==> config.mk <==
export PLATFORM = sky130hd
export DESIGN_NAME = fib_hash_arbiter
export DESIGN_NICKNAME = d
export VERILOG_FILES = /design/src/rtl/fib_pkg.sv /design/src/rtl/fib_hash_tag_pipe.sv /design/src/rtl/fib_hash_arbiter.sv
export SDC_FILE = /design/constraint.sdc
export NUM_CORES = 1
export LEC_CHECK = 0
export CORE_MARGIN = 4
export CORE_UTILIZATION = 43
export DETAILED_ROUTE_END_ITERATION = 8
export HOLD_SLACK_MARGIN = 0.1
export PLACE_DENSITY = 0.86
export SYNTH_ARGS = -nofsm -noshare
export SYNTH_HDL_FRONTEND = slang
export SYNTH_SLANG_ARGS = --single-unit
==> constraint.sdc <==
create_clock -name clk -period 6.32 [get_ports clk]
set_clock_uncertainty 0.15 [all_clocks]
set_input_delay 1.264 -clock clk [delete_from_list [all_inputs] [get_ports clk]]
set_output_delay 1.264 -clock clk [all_outputs]
set_load 0.03 [all_outputs]
==> src/rtl/fib_pkg.sv <==
// Shared widths, owner encoding, FSM states and tag layout for the FIB hash arbiter.
package fib_pkg;

  localparam int PREFIX_W = 64;
  localparam int LEN_W    = 6;
  localparam int HASH_W   = 10;

  typedef enum logic {
    OWN_INS = 1'b0,
    OWN_LKP = 1'b1
  } owner_e;

  typedef enum logic [1:0] {
    ST_RUN    = 2'd0,
    ST_DRAIN  = 2'd1,
    ST_PAUSED = 2'd2
  } state_e;

  typedef struct packed {
    logic             vld;
    owner_e           owner;
    logic [LEN_W-1:0] len;
  } tag_t;

endpackage

==> src/rtl/fib_hash_tag_pipe.sv <==
// Fixed-depth shift register of {vld,owner,len} tags that tracks in-flight hashes,
// with an occupancy count of the valid stages.
module fib_hash_tag_pipe
  import fib_pkg::*;
#(
  parameter int DEPTH = 2,
  parameter int CNT_W = 2
) (
  input  logic             clk,
  input  logic             rst,
  input  logic             push,
  input  tag_t             push_tag,
  output tag_t             head,
  output logic [CNT_W-1:0] count
);

  tag_t stage [DEPTH];

  assign head = stage[DEPTH-1];

  // NOTE: every stage is reset, not just stage 0 -- stale valid bits would otherwise
  // emit response pulses after reset.
  always_ff @(posedge clk or posedge rst) begin
    if (rst) begin
      for (int i = 0; i < DEPTH; i++) stage[i] <= '0;
      count <= '0;
    end else begin
      stage[0] <= push ? push_tag : '0;
      for (int i = 1; i < DEPTH; i++) stage[i] <= stage[i-1];
      // Issue and retire in the same cycle cancel out.
      if (push && !head.vld)      count <= count + CNT_W'(1);
      else if (!push && head.vld) count <= count - CNT_W'(1);
    end
  end

endmodule

==> src/rtl/fib_hash_arbiter.sv <==
// Round-robin arbiter sharing the FIB hash unit between the insert and lookup paths,
// with a pause/drain FSM that quiesces the hash unit for table maintenance.
module fib_hash_arbiter
  import fib_pkg::*;
#(
  parameter int HASH_LAT = 1
) (
  input  logic                clk,
  input  logic                rst,
  input  logic                ins_req,
  input  logic [PREFIX_W-1:0] ins_prefix,
  input  logic [LEN_W-1:0]    ins_len,
  output logic                ins_gnt,
  output logic                ins_rsp_valid,
  input  logic                lkp_req,
  input  logic [PREFIX_W-1:0] lkp_prefix,
  input  logic [LEN_W-1:0]    lkp_len,
  output logic                lkp_gnt,
  output logic                lkp_rsp_valid,
  output logic [HASH_W-1:0]   rsp_hash,
  output logic [LEN_W-1:0]    rsp_len,
  output logic [PREFIX_W-1:0] hash_prefix,
  output logic [LEN_W-1:0]    hash_len,
  input  logic [HASH_W-1:0]   hash_value,
  input  logic                pause_req,
  output logic                paused
);

  localparam int DEPTH = HASH_LAT + 1;
  localparam int CNT_W = $clog2(DEPTH + 1);

  state_e             state, state_nxt;
  owner_e             rr_last, winner;
  logic               grant_ok, issue;
  logic [LEN_W-1:0]   sel_len;
  tag_t               push_tag, head;
  logic [CNT_W-1:0]   outstanding;

  // Tie goes to whoever did not win last.
  always_comb begin
    winner = OWN_INS;
    if (ins_req && lkp_req) winner = (rr_last == OWN_LKP) ? OWN_INS : OWN_LKP;
    else if (lkp_req)       winner = OWN_LKP;
  end

  // Grants are suppressed while reset is asserted so every output reads 0 during reset.
  assign grant_ok = (state == ST_RUN) && !pause_req && !rst;
  assign ins_gnt  = grant_ok && ins_req && (winner == OWN_INS);
  assign lkp_gnt  = grant_ok && lkp_req && (winner == OWN_LKP);
  assign issue    = ins_gnt || lkp_gnt;
  assign sel_len  = (winner == OWN_INS) ? ins_len : lkp_len;

  always_comb begin
    push_tag       = '0;
    push_tag.vld   = 1'b1;
    push_tag.owner = winner;
    push_tag.len   = sel_len;
  end

  // NOTE: sequential state uses non-blocking assignments so every register samples
  // pre-edge values regardless of statement order.
  always_ff @(posedge clk or posedge rst) begin
    if (rst) begin
      rr_last     <= OWN_LKP;
      hash_prefix <= '0;
      hash_len    <= '0;
    end else if (issue) begin
      rr_last     <= winner;
      hash_prefix <= (winner == OWN_INS) ? ins_prefix : lkp_prefix;
      hash_len    <= sel_len;
    end
  end

  fib_hash_tag_pipe #(
    .DEPTH (DEPTH),
    .CNT_W (CNT_W)
  ) u_tag_pipe (
    .clk      (clk),
    .rst      (rst),
    .push     (issue),
    .push_tag (push_tag),
    .head     (head),
    .count    (outstanding)
  );

  assign ins_rsp_valid = head.vld && (head.owner == OWN_INS);
  assign lkp_rsp_valid = head.vld && (head.owner == OWN_LKP);
  assign rsp_hash      = head.vld ? hash_value : '0;
  assign rsp_len       = head.len;

  always_ff @(posedge clk or posedge rst) begin
    if (rst) state <= ST_RUN;
    else     state <= state_nxt;
  end

  // NOTE: state_nxt gets a default before the case so no path leaves it unassigned
  // and no latch is inferred.
  always_comb begin
    state_nxt = state;
    unique case (state)
      ST_RUN:    if (pause_req) state_nxt = ST_DRAIN;
      ST_DRAIN: begin
        if (!pause_req)              state_nxt = ST_RUN;
        else if (outstanding == '0)  state_nxt = ST_PAUSED;
      end
      ST_PAUSED: if (!pause_req) state_nxt = ST_RUN;
      default:   state_nxt = ST_RUN;
    endcase
  end

  assign paused = (state == ST_PAUSED);

endmodule

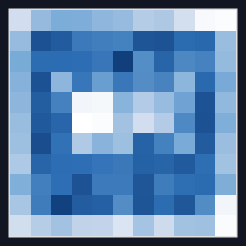
(run_1/cell_density.png)
Drawn at 2 px/um. 11 x 11 tiles, from white (low) to dark blue (high), 0 to 100% covered.
- mean over tiles: 56%
- nearly empty tiles: 0.80%
- tiles over 75% full: 29%
- emptiest ninth of the die: center
- fullest tile: 94%
core area: 0.01084 mm^2
Pre-Place Util: 43.77%

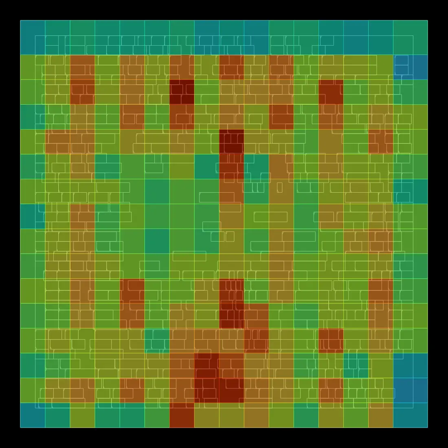
(run_1/congestion.png)
M3 GR Usage: 6.310%
DR WL/cell: 19.77 um
met1 usage: 23.25%

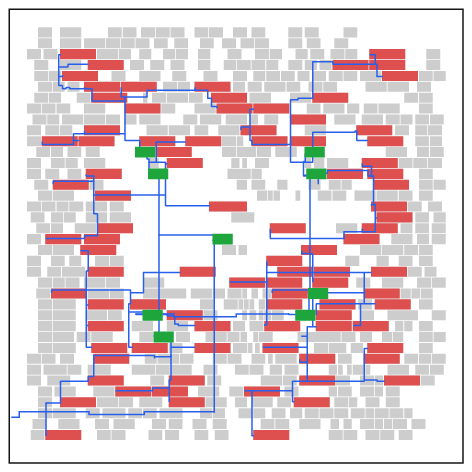
(run_1/clk_routes.png)
Drawn at 4 px/um.
- blue: clock wires (length 1060 um)
- red: flip-flops (count 91)
- green: clock drivers (count 9)
- flops lie: all over the die
clock share of power: 13.9%
Clock Latency Late Sink: 0.34 ns

==> reports/metrics.csv, run 1 <==
stage,metric,value,unit
power,p_int,1.859,mW
finish,dominant_cells,non-clock buffers,
finish,num-nonclk-inverters,4,
finish,layout.nets,702,
power,combPwrFrac,53.8,%
yosys,yosys.area.top_type,dfrtp_1,
critical_path,r2r_cells,7,
global_route,grt_max_degree,92,
placement,place_ws,1.622,ns
routing,m1WireLength,5.064,mm
finish,comb_share,28.60,%
critical_path,start_kind,input pin,
power,cellPowerDensity,423.6,mW/mm^2
final_timing,finalCritPeriodShare,74.56,%
power,power_leader,combinational cells,
floorplan,nWellTaps,140,
yosys,ys_cells,331,
yosys,ff_type,dfrtp_1,
worst_hold_path,min_path_type,register to register,
worst_hold_path,worstHoldPathCells,0,
critical_path,endpoint,lkp_gnt,
finish,num-fill-cells,848,
final_timing,tightest_slew,1.090,ns
routing,drc,0,
global_route,antenna_found_initial,0,
placement,dp_cells,675,
yosys,synth.area.top_cells,"dfrtp_1, a2bb2oi_2, o32ai_1, o32ai_2, buf_12",
cts,clk_path_buf_depth,2,
final_timing,min_period,4.712,ns
yosys,top_cell,dfrtp_1,
global_route,grt-busiest-layer,met2,
floorplan,rows,38,
finish,instances_no_fill,691,
cts,cts_sinks,91,
final_timing,max_slew_margin,27.33,%
power,clk-power,0.427,mW
finish,flop_area,0.002278,mm^2
placement,gp_congestion,0.7904,
critical_path,critPathBufInv,2,
critical_path,cp_data_arrival_time,3.30,ns
final_timing,rsz0062_at_grt,no,
cts,postCtsSetupBuffers,0,
critical_path,crit_chain,"clkdlybuf4s50_1, a21boi_1, and2_1, clkdlybuf4s50_1",
finish,largest_register_ffs,64,
yosys,ys_top_cells_by_count,"dfrtp_1, a2bb2oi_2, o32ai_1, buf_2",
run_status,status,"finished, final reports clean",
cts,cts-resized-gates,0,
finish,drive_gt1_share,19.96,%
finish,diodes,0,
critical_path,critPathMaxFanout,8,
critical_path,cp.required,4.91,ns
critical_path,cp_slowest_cell,clkdlybuf4s50_1,
yosys,yosys.stat.seqShare,48.02,%
final_timing,setup_viol_count_final,0,
finish,synthToLayoutAreaGrowth,53.24,%
power,ir_drop,0.2192,mV
finish,sh_seq_area,31.34,%
critical_path,cp.depth,4,
yosys,yosys_warnings,0,
flow_run,maxCapViolations,0,
critical_path,crit_start,lkp_req,
yosys,synth_flop_count,91,
final_timing,fin_hold_ws,0.1988,ns
flow_run,warnings,26,
yosys,postSynthCellCount,331,
yosys,synthArstFlopShare,100.0,%
power,power.total,3.080,mW
floorplan,ioPinCount,246,
critical_path,max_stage_delay,0.70,ns
power,swShare,39.64,%
finish,nClkBuffers,10,
yosys,ys_area,0.004745,mm^2
yosys,synth_cell_types,30,
yosys,synth-edff-count,0,
placement,dp_hpwl,10.03,mm
yosys,simple_gate_share,4.114,%
yosys,xor_share,0.5538,%
yosys,top_cell_area_share,47.47,%
cts,htreeDepth,3,
routing,drt_iter0_drc,123,
yosys,synth_area_per_cell,14.33,um^2
finish,layout_top_cells,"clkdlybuf4s50_1, dfrtp_1, a2bb2oi_2, o32ai_1",
finish,area_share_nonclk_buffers,34.25,%
critical_path,regToRegSetupSlack,3.33,ns
finish,nMultiInputCombCells,190,
routing,num_vias,3795,
finish,regMostFlops,hash_prefix,
placement,dpl-instance-area,0.007053,mm^2
routing,wl_met3,1.101,mm
global_route,grt.met2_usage,38.74,%
==> run 1 -> run 2 <==
- CORE_UTILIZATION: 43 -> 40
- PLACE_DENSITY: 0.86 -> 0.81
- clock period: 6.32 -> 4.65 ns (I/O delays scaled with it)
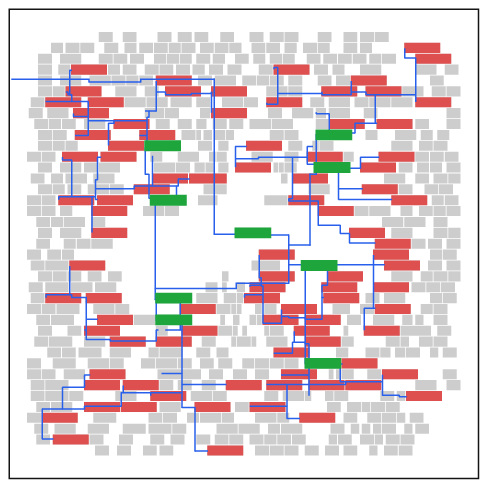
(run_2/clk_routes.png)
Drawn at 4 px/um.
- green: clock drivers (count 9)
- blue: clock wires (length 1050 um)
- red: flip-flops (count 91)
- flops lie: all over the die
clock share of power: 16.7%
Clk power: 0.723 mW
Clock Latency Late Sink: 0.32 ns

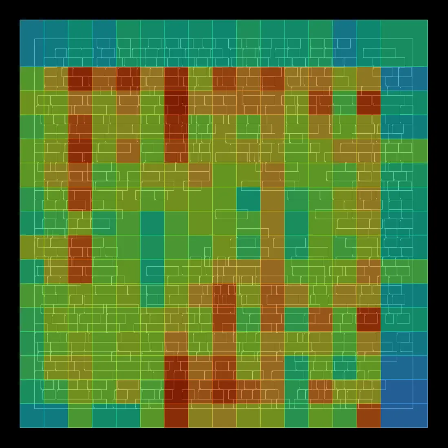
(run_2/congestion.png)
GRT Overall Usage: 19.47%
met1 usage: 22.39%
met2 Use GR: 35.23%

==> reports/metrics.csv, run 2 <==
stage,metric,value,unit
yosys,simple_gate_share,4.114,%
finish,dominant_cells,non-clock buffers,
final_timing,finalCritPeriodShare,83.11,%
placement,gp_congestion,0.7006,
final_timing,tightest_slew,0.9922,ns
critical_path,cp.required,3.57,ns
power,cellPowerDensity,586.0,mW/mm^2
finish,comb_share,28.09,%
flow_run,warnings,26,
finish,largest_register_ffs,64,
placement,place_ws,0.7764,ns
finish,sh_seq_area,30.78,%
final_timing,min_period,3.865,ns
finish,regMostFlops,hash_prefix,
yosys,synth-edff-count,0,
yosys,yosys.area.top_type,dfrtp_1,
finish,drive_gt1_share,20.72,%
finish,nClkBuffers,10,
power,ir_drop,0.3334,mV
finish,nMultiInputCombCells,190,
floorplan,core_area,0.01152,mm^2
final_timing,max_slew_margin,33.85,%
power,power.total,4.338,mW
global_route,use_met3,5.244,%
finish,flop_area,0.002278,mm^2
yosys,yosys_warnings,0,
cts,postCtsSetupBuffers,0,
finish,layout_top_cells,"clkdlybuf4s50_1, dfrtp_1, a2bb2oi_2, o32ai_1",
cts,clk_path_buf_depth,2,
yosys,synth_cell_types,30,
critical_path,cp_data_arrival_time,2.78,ns
final_timing,setup_viol_count_final,0,
cts,cts-resized-gates,0,
critical_path,endpoint,ins_gnt,
finish,diodes,0,
finish,num-nonclk-inverters,4,
yosys,ff_type,dfrtp_1,
routing,m1WireLength,5.160,mm
critical_path,cp_slowest_cell,clkdlybuf4s50_1,
power,swShare,38.54,%
finish,instances_no_fill,698,
critical_path,r2r_cells,7,
routing,wl_per_cell,19.47,um
worst_hold_path,min_path_type,register to register,
floorplan,nWellTaps,143,
yosys,ys_area,0.004745,mm^2
finish,area_share_nonclk_buffers,34.21,%
final_timing,fin_hold_ws,0.1972,ns
final_timing,rsz0062_at_grt,no,
yosys,ys_top_cells_by_count,"dfrtp_1, a2bb2oi_2, o32ai_1, buf_2",
yosys,top_cell,dfrtp_1,
global_route,grt_max_degree,82,
floorplan,ioPinCount,246,
yosys,postSynthCellCount,331,
cts,cts_sinks,91,
power,combPwrFrac,52.1,%
placement,dp_cells,682,
run_status,status,"finished, final reports clean",
routing,num_vias,3816,
yosys,yosys.stat.seqShare,48.02,%
yosys,synthArstFlopShare,100.0,%
critical_path,critPathBufInv,2,
critical_path,cp.depth,4,
critical_path,critPathMaxFanout,6,
critical_path,start_kind,input pin,
finish,num-fill-cells,914,
routing,drc,0,
critical_path,crit_chain,"clkdlybuf4s50_1, nor4_4, and3_1, clkdlybuf4s50_1",
placement,dpl-instance-area,0.007099,mm^2
critical_path,regToRegSetupSlack,2.07,ns
floorplan,fp_util,41.20,%
yosys,xor_share,0.5538,%
flow_run,maxCapViolations,0,
critical_path,crit_start,pause_req,
No activity file was given, so power comes from the tool's default toggle rates.
